==> config.mk <==
export PLATFORM = sky130hd
export DESIGN_NAME = mmio_bus_arbiter
export DESIGN_NICKNAME = d
export VERILOG_FILES = /design/src/rtl/mmio_bus_arbiter.sv
export SDC_FILE = /design/constraint.sdc
export NUM_CORES = 1
export LEC_CHECK = 0
export CELL_PAD_IN_SITES_DETAIL_PLACEMENT = 1
export CELL_PAD_IN_SITES_GLOBAL_PLACEMENT = 1
export CORE_ASPECT_RATIO = 1.1
export CORE_MARGIN = 2
export CORE_UTILIZATION = 27
export DETAILED_ROUTE_END_ITERATION = 10
export PLACE_DENSITY_LB_ADDON = 0.1
export SLEW_MARGIN = 25
export SYNTH_ARGS = -nofsm -noshare
export SYNTH_HDL_FRONTEND = slang
export SYNTH_SLANG_ARGS = --single-unit
==> constraint.sdc <==
create_clock -name clk -period 4.2 [get_ports clk]
set_input_delay 0.84 -clock clk [delete_from_list [all_inputs] [get_ports clk]]
set_output_delay 0.84 -clock clk [all_outputs]
set_load 0.01 [all_outputs]
==> src/rtl/mmio_bus_arbiter.sv <==
// Two-master arbiter for the basic MMIO bus. It serialises req/ack transactions
// into single-cycle MMIO accesses and returns read data to the granted master.
module mmio_bus_arbiter #(
  parameter int unsigned ADDR_W    = 21,
  parameter int unsigned DATA_W    = 32,
  parameter int unsigned PRIO_MODE = 0
) (
  input  logic              clk,
  input  logic              reset,
  input  logic              m0_req,
  input  logic              m0_wr,
  input  logic [ADDR_W-1:0] m0_addr,
  input  logic [DATA_W-1:0] m0_wr_data,
  output logic              m0_ack,
  output logic [DATA_W-1:0] m0_rd_data,
  input  logic              m1_req,
  input  logic              m1_wr,
  input  logic [ADDR_W-1:0] m1_addr,
  input  logic [DATA_W-1:0] m1_wr_data,
  output logic              m1_ack,
  output logic [DATA_W-1:0] m1_rd_data,
  output logic              b_mmio_cs,
  output logic              b_wr,
  output logic              b_rd,
  output logic [ADDR_W-1:0] b_addr,
  output logic [DATA_W-1:0] b_wr_data,
  input  logic [DATA_W-1:0] b_rd_data
);

  typedef enum logic [1:0] {
    ST_IDLE  = 2'd0,
    ST_ISSUE = 2'd1,
    ST_DONE  = 2'd2
  } state_e;

  state_e              state_q;
  logic                last_grant_q;
  logic                winner_q;
  logic                cmd_wr_q;
  logic [ADDR_W-1:0]   cmd_addr_q;
  logic [DATA_W-1:0]   cmd_wr_data_q;

  logic                b_cs_q;
  logic                b_wr_q;
  logic                b_rd_q;
  logic [ADDR_W-1:0]   b_addr_q;
  logic [DATA_W-1:0]   b_wr_data_q;
  logic                m0_ack_q;
  logic                m1_ack_q;
  logic [DATA_W-1:0]   m0_rd_data_q;
  logic [DATA_W-1:0]   m1_rd_data_q;

  logic                any_req;
  logic                win_m1_d;
  logic                sel_wr_d;
  logic [ADDR_W-1:0]   sel_addr_d;
  logic [DATA_W-1:0]   sel_wr_data_d;

  assign any_req = m0_req | m1_req;

  // Winner selection; round-robin ties go to the master not granted last.
  always_comb begin
    win_m1_d = 1'b0;
    if (PRIO_MODE != 0) begin
      win_m1_d = ~m0_req;
    end else if (m0_req && m1_req) begin
      win_m1_d = ~last_grant_q;
    end else begin
      win_m1_d = m1_req;
    end
  end

  always_comb begin
    sel_wr_d      = m0_wr;
    sel_addr_d    = m0_addr;
    sel_wr_data_d = m0_wr_data;
    if (win_m1_d) begin
      sel_wr_d      = m1_wr;
      sel_addr_d    = m1_addr;
      sel_wr_data_d = m1_wr_data;
    end
  end

  // Control FSM; bus strobes and acks default low so the bus is quiet outside ISSUE.
  always_ff @(posedge clk) begin
    if (reset) begin
      state_q       <= ST_IDLE;
      last_grant_q  <= 1'b1;
      winner_q      <= 1'b0;
      cmd_wr_q      <= 1'b0;
      cmd_addr_q    <= '0;
      cmd_wr_data_q <= '0;
      b_cs_q        <= 1'b0;
      b_wr_q        <= 1'b0;
      b_rd_q        <= 1'b0;
      b_addr_q      <= '0;
      b_wr_data_q   <= '0;
      m0_ack_q      <= 1'b0;
      m1_ack_q      <= 1'b0;
      m0_rd_data_q  <= '0;
      m1_rd_data_q  <= '0;
    end else begin
      b_cs_q      <= 1'b0;
      b_wr_q      <= 1'b0;
      b_rd_q      <= 1'b0;
      b_addr_q    <= '0;
      b_wr_data_q <= '0;
      m0_ack_q    <= 1'b0;
      m1_ack_q    <= 1'b0;
      case (state_q)
        ST_IDLE: begin
          if (any_req) begin
            winner_q      <= win_m1_d;
            cmd_wr_q      <= sel_wr_d;
            cmd_addr_q    <= sel_addr_d;
            cmd_wr_data_q <= sel_wr_data_d;
            b_cs_q        <= 1'b1;
            b_wr_q        <= sel_wr_d;
            b_rd_q        <= ~sel_wr_d;
            b_addr_q      <= sel_addr_d;
            b_wr_data_q   <= sel_wr_data_d;
            state_q       <= ST_ISSUE;
          end
        end
        ST_ISSUE: begin
          if (!cmd_wr_q) begin
            if (winner_q) begin
              m1_rd_data_q <= b_rd_data;
            end else begin
              m0_rd_data_q <= b_rd_data;
            end
          end
          m0_ack_q <= ~winner_q;
          m1_ack_q <= winner_q;
          state_q  <= ST_DONE;
        end
        ST_DONE: begin
          last_grant_q <= winner_q;
          state_q      <= ST_IDLE;
        end
        default: begin
          state_q <= ST_IDLE;
        end
      endcase
    end
  end

  assign b_mmio_cs  = b_cs_q;
  assign b_wr       = b_wr_q;
  assign b_rd       = b_rd_q;
  assign b_addr     = b_addr_q;
  assign b_wr_data  = b_wr_data_q;
  assign m0_ack     = m0_ack_q;
  assign m1_ack     = m1_ack_q;
  assign m0_rd_data = m0_rd_data_q;
  assign m1_rd_data = m1_rd_data_q;

endmodule

### Placement density heat map, run 1

The die is cut into 13 by 14 equal tiles; white is low, dark blue is high, 0 to 100% covered.
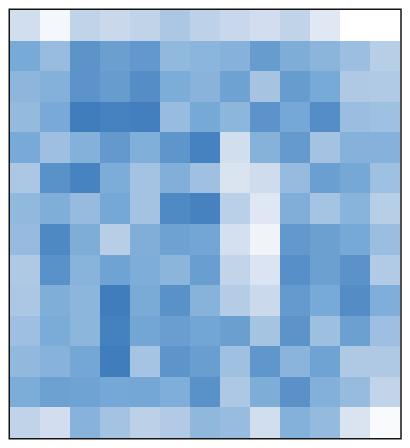
fullest tile: 69%
nearly empty tiles: 1.1%
mean over tiles: 44%

### Cell placement, run 1

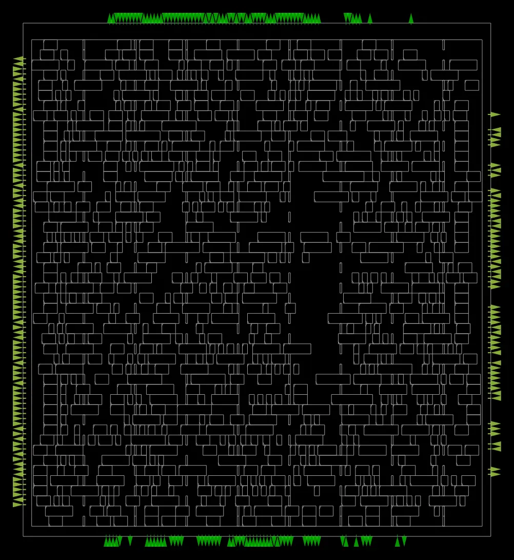
Tap Cells: 200
Flop Count: 127
Post-Layout Cell Count: 1012
proportion of cell area occupied by registers: 0.326
Finished Core Util: 0.493

==> qor.log, run 1 <==
qor: clock_tree.post_cts_repair_setup_buffers 0
qor: final_layout.finish.instance_area 7790 um2
qor: power_and_ir_drop.top_power_group clock
qor: drt.detail_route.wirelength 16.4 mm
qor: synthesis.syn-mean-instance-area 8.06 um2
qor: grt.grt_busiest_layer met2
qor: floorplanning.design.core.area 15800 um2
qor: final_layout.clockBufferCount 26
qor: placed_design.placedInstanceArea 7190 um2
qor: drt.met3WireLength 1.38 mm
qor: min_path.hold_path_depth 2
qor: final_layout.antenna_cells 0
qor: synthesis.synth_cell_types 26
qor: synthesis.share_of_synthesized_registers_carrying_an_async_set_or_reset 0
qor: final_layout.combGateArea 1680 um2
qor: synthesis.synthAdderAreaFrac 0
qor: grt.use_met3 0.0722
qor: drt.highest_signal_layer met4
qor: synthesis.yosys-mux-area-fraction 0.00228
qor: floorplanning.die_x 126 um
qor: flow_run.warnings 26
qor: setup_path.timing_worst_setup_path_type in2reg
qor: timing.timing_max_transition_violations_final 0
qor: grt.grt_overflow 0
qor: placed_design.dp_slack 1.11 ns
qor: grt.grt.total_usage 0.186
qor: final_layout.final.fill_count 1879
qor: setup_path.critPathLaunch m1_req
qor: timing.final.setup_skew 0.00798 ns
qor: timing.setup_violations 0
qor: power_and_ir_drop.post-layout-total-power 0.00320 W
qor: placed_design.placement.io_buffers 265
qor: drt.post_route_m1_wl 6.24 mm
qor: grt.grt.met2_usage 0.333
qor: clock_tree.cts_hold_repair.buffers 0
qor: power_and_ir_drop.peakVddDrop 0.247 mV
qor: setup_path.type_of_element_capturing_the_critical_path flip-flop
qor: status.outcome finished clean
qor: power_and_ir_drop.power_frac_seq 0.405
qor: final_layout.finish.net_count 943
qor: final_layout.multiInputCombCellCount 376
qor: placed_design.post_detail_place_hpwl 12.0 mm
qor: synthesis.ys.flop_type dfxtp_1
qor: power_and_ir_drop.power.share.clock 0.450
qor: floorplanning.std_cell_rows 48
qor: power_and_ir_drop.power.net_switching 0.000735 W
qor: floorplanning.ios 266
qor: placed_design.gp_routability_congestion 0.771
qor: floorplanning.die_area 17300 um2
### Register map, names as in the netlist, run 1

Other sequential cells in the stronger gray, the rest of the logic in the fainter gray.
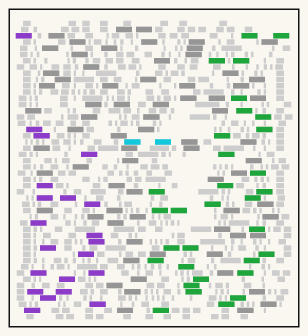
| signal | color | sequential cells |
|---|---|---|
| `state_q` | cyan | 2 |
| `m1_rd_data` | green | 32 |
| `b_addr` | purple | 21 |
not colored: 72
FF+latch area: 2540 um2
sequential cell power: 0.00130 W

[run 1: sequential cells by signal, summed over array words and instances, names as in the netlist]
register and cells:
b_rd 1, state_q 2, b_addr 21, b_mmio_cs 1, last_grant_q 1, winner_q 1, m0_ack 1, cmd_wr_q 1
m1_ack 1, m0_rd_data 32, m1_rd_data 32, b_wr_data 32, b_wr 1
[run 1: cells in the final DEF, fill, tap and decap left out, types with 2 or more instances in the layout]
cell,instances
a21oi_1,119
and2_1,2
buf_4,9
bufinv_16,2
clkbuf_1,5
clkbuf_16,17
clkbuf_8,4
clkdlybuf4s50_1,264
clkinv_2,4
dfxtp_1,127
inv_1,2
nand2_1,234
nor2_1,4
nor2b_1,2
### Metal 2, run 1

Cells faint in the background.
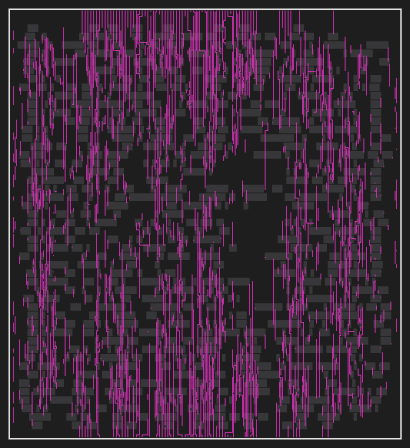

--- run 2 (diff from run 1) ---
--- a/config.mk
+++ b/config.mk
@@ -9,7 +9,7 @@
 export CELL_PAD_IN_SITES_GLOBAL_PLACEMENT = 1
 export CORE_ASPECT_RATIO = 1.1
 export CORE_MARGIN = 2
-export CORE_UTILIZATION = 27
+export CORE_UTILIZATION = 25
 export DETAILED_ROUTE_END_ITERATION = 10
 export PLACE_DENSITY_LB_ADDON = 0.1
 export SLEW_MARGIN = 25
==> constraint.sdc (replaced) <==
create_clock -name clk -period 2.3 [get_ports clk]
set_input_delay 0.46 -clock clk [delete_from_list [all_inputs] [get_ports clk]]
set_output_delay 0.46 -clock clk [all_outputs]
set_load 0.01 [all_outputs]
### Metal 2, run 2

Cells faint in the background.
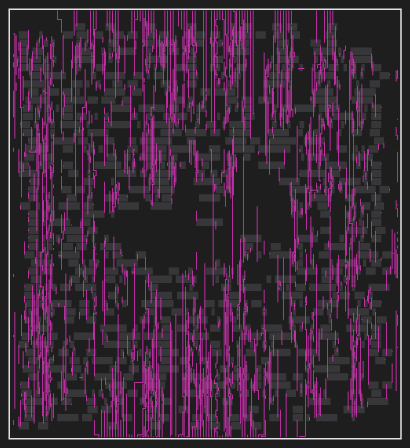
wire length on this layer: 8460 um
nets with wire on the layer: 824
longest straight run: 54.6 um
via count: 4607
total length of routed wires: 16.7 mm
met2 layer usage reported by global route: 0.320

==> run 2 against run 1 <==
  * Power is 85% higher
  * Synthesized cell count stayed put
  * Cell count is 3.3% higher
  * Utilization is 3.4 points lower
  * Wire length is 1.6% higher
  * Critical path depth is 4 lower
  * Register-to-register slack worse by 1.6 ns
  * Non-clock buffer count is 1 higher
  * Sequential cell count stayed put
  * Critical endpoint is now m1_rd_data[8]
  * Largest cell class unchanged
  * Highest routed layer unchanged
==> qor.log, run 2 <==
qor: status.outcome finished clean
qor: placed_design.placement.io_buffers 265
qor: synthesis.synth.cellmix.xorXnorShare 0
qor: final_layout.finish.instance_area 7860 um2
qor: power_and_ir_drop.post-layout-total-power 0.00593 W
qor: clock_tree.clk_latency 0.41 ns
qor: setup_path.type_of_element_capturing_the_critical_path output port
qor: timing.maxClockFrequency 560 MHz
qor: flow_run.maxCapViolations 0
qor: final_layout.finish.net_count 944
qor: power_and_ir_drop.peakVddDrop 0.459 mV
qor: final_layout.seqAreaFraction 0.323
qor: timing.timing_max_transition_violations_final 0
qor: placed_design.placedInstanceArea 7280 um2
qor: final_layout.instances_no_fill 1045
qor: drt.met3WireLength 1.82 mm
qor: final_layout.layout.cells.most_common_list clkdlybuf4s50_1, nand2_1, dfxtp_1
qor: drt.drt-vias-per-instance 4.41
qor: final_layout.layout.sequential_cells 127
qor: floorplanning.design.core.area 17100 um2
qor: final_layout.clock_area_frac 0.0748
qor: final_layout.most_frequently_placed_logic_cell_in_the_final_layout clkdlybuf4s50_1
qor: drt.wire_per_inst 15.9 um
qor: synthesis.synthSimpleGateAreaFrac 0.227
qor: clock_tree.numCtsBuffers 17
qor: grt.antenna_found_initial 0
qor: floorplanning.ios 266
qor: floorplanning.std_cell_rows 50
qor: synthesis.synth_cell_types 26
qor: synthesis.top_logic_kind simple AND/OR/NAND/NOR gates
qor: synthesis.syn-mean-instance-area 8.06 um2
qor: placed_design.gp_routability_congestion 0.753
qor: final_layout.multiInputCombCellCount 376
qor: placed_design.post_detail_place_hpwl 12.1 mm
qor: synthesis.synth-compound-area-share 0.146
qor: synthesis.synthAdderAreaFrac 0
qor: synthesis.yosys-mux-area-fraction 0.00228
qor: grt.first_global_vias 4952
qor: setup_path.setup.worst_path.start_class flip-flop
qor: setup_path.timing_worst_setup_path_type reg2out
qor: grt.grt_use_met1 0.175
qor: floorplanning.floorplan.die.height 143 um
qor: final_layout.antenna_cells 0
qor: grt.grt_overflow 0
qor: placed_design.dp_slack 0.275 ns
qor: grt.use_met3 0.0888
qor: drt.dr_drc_count 0
qor: timing.whs 0.450 ns
qor: flow_run.warnings 26
qor: clock_tree.clkTransAtPathRegs 0.05 ns
qor: final_layout.final_core_util 0.459
qor: grt.grt_busiest_layer met2
qor: setup_path.worstPathRequired 1.84 ns
qor: final_layout.drive_above_1_share 0.0543
qor: setup_path.worst_path_largest_cell_delay 0.60 ns
qor: drt.highest_signal_layer met4
qor: final_layout.clockBufferCount 23
qor: final_layout.sequential_cell_area 2540 um2
qor: clock_tree.ctsHtreeMaxLevel 4
qor: timing.setup_violations 0
qor: floorplanning.die_x 130 um
qor: synthesis.post-synth-top-area-fraction 0.579
qor: synthesis.ys.flop_type dfxtp_1
qor: timing.final.setup_skew 0.0116 ns
qor: floorplanning.die_area 18600 um2
qor: final_layout.non_clock_buffer_count 276
qor: synthesis.syn-instance-count 545
qor: clock_tree.tritoncts_clock_tree built
qor: synthesis.synth-seq-cells 127
qor: power_and_ir_drop.powerDensity 754 nW/um2
qor: final_layout.combGateArea 1680 um2
qor: final_layout.layout-area-overhead-vs-synth 79.1%
qor: final_layout.final.fill_count 2041
qor: synthesis.yosysCellCount 545
qor: power_and_ir_drop.leakagePower 2.92 nW
qor: clock_tree.post_cts_repair_setup_buffers 0
qor: floorplanning.tap-cell-count 234
qor: final_layout.n_all_inverters 2
qor: synthesis.share_of_synthesized_registers_carrying_an_async_set_or_reset 0
qor: grt.grt.total_usage 0.178
qor: setup_path.critPathTopFamily buffers and inverters
qor: clock_tree.cts-root-buf clkbuf_16
qor: drt.post_route_m1_wl 6.12 mm
qor: clock_tree.cts_hold_repair.buffers 0
[run 2: cell types whose count changed in the layout (fill, tap and decap cells not counted), sizes merged]
cell    delta
clkbuf     -3
buf        +1
bufinv     +1
[run 2: path summary, 6_finish.rpt]
kind,end,start,slack [ns],depth (start not counted)
setup / recovery,m1_rd_data[8],m1_rd_data[8],0.51,1
hold / removal,m0_rd_data[30],m0_rd_data[30],0.45,2
setup reg to reg,m0_rd_data[19],cmd_wr_q,0.77,4
hold reg to reg,m0_rd_data[30],m0_rd_data[30],0.45,2
[run 2: power by group]
part	leakage (nW)	switching [W]	internal, W	total [W]
Combinational	1.59	0.000366	0.000485	0.000851
Clock	0.293	0.000939	0.00177	0.00271
Sequential	1.04	0.0000537	0.00231	0.00237
No activity file was given, so power comes from the tool's default toggle rates.
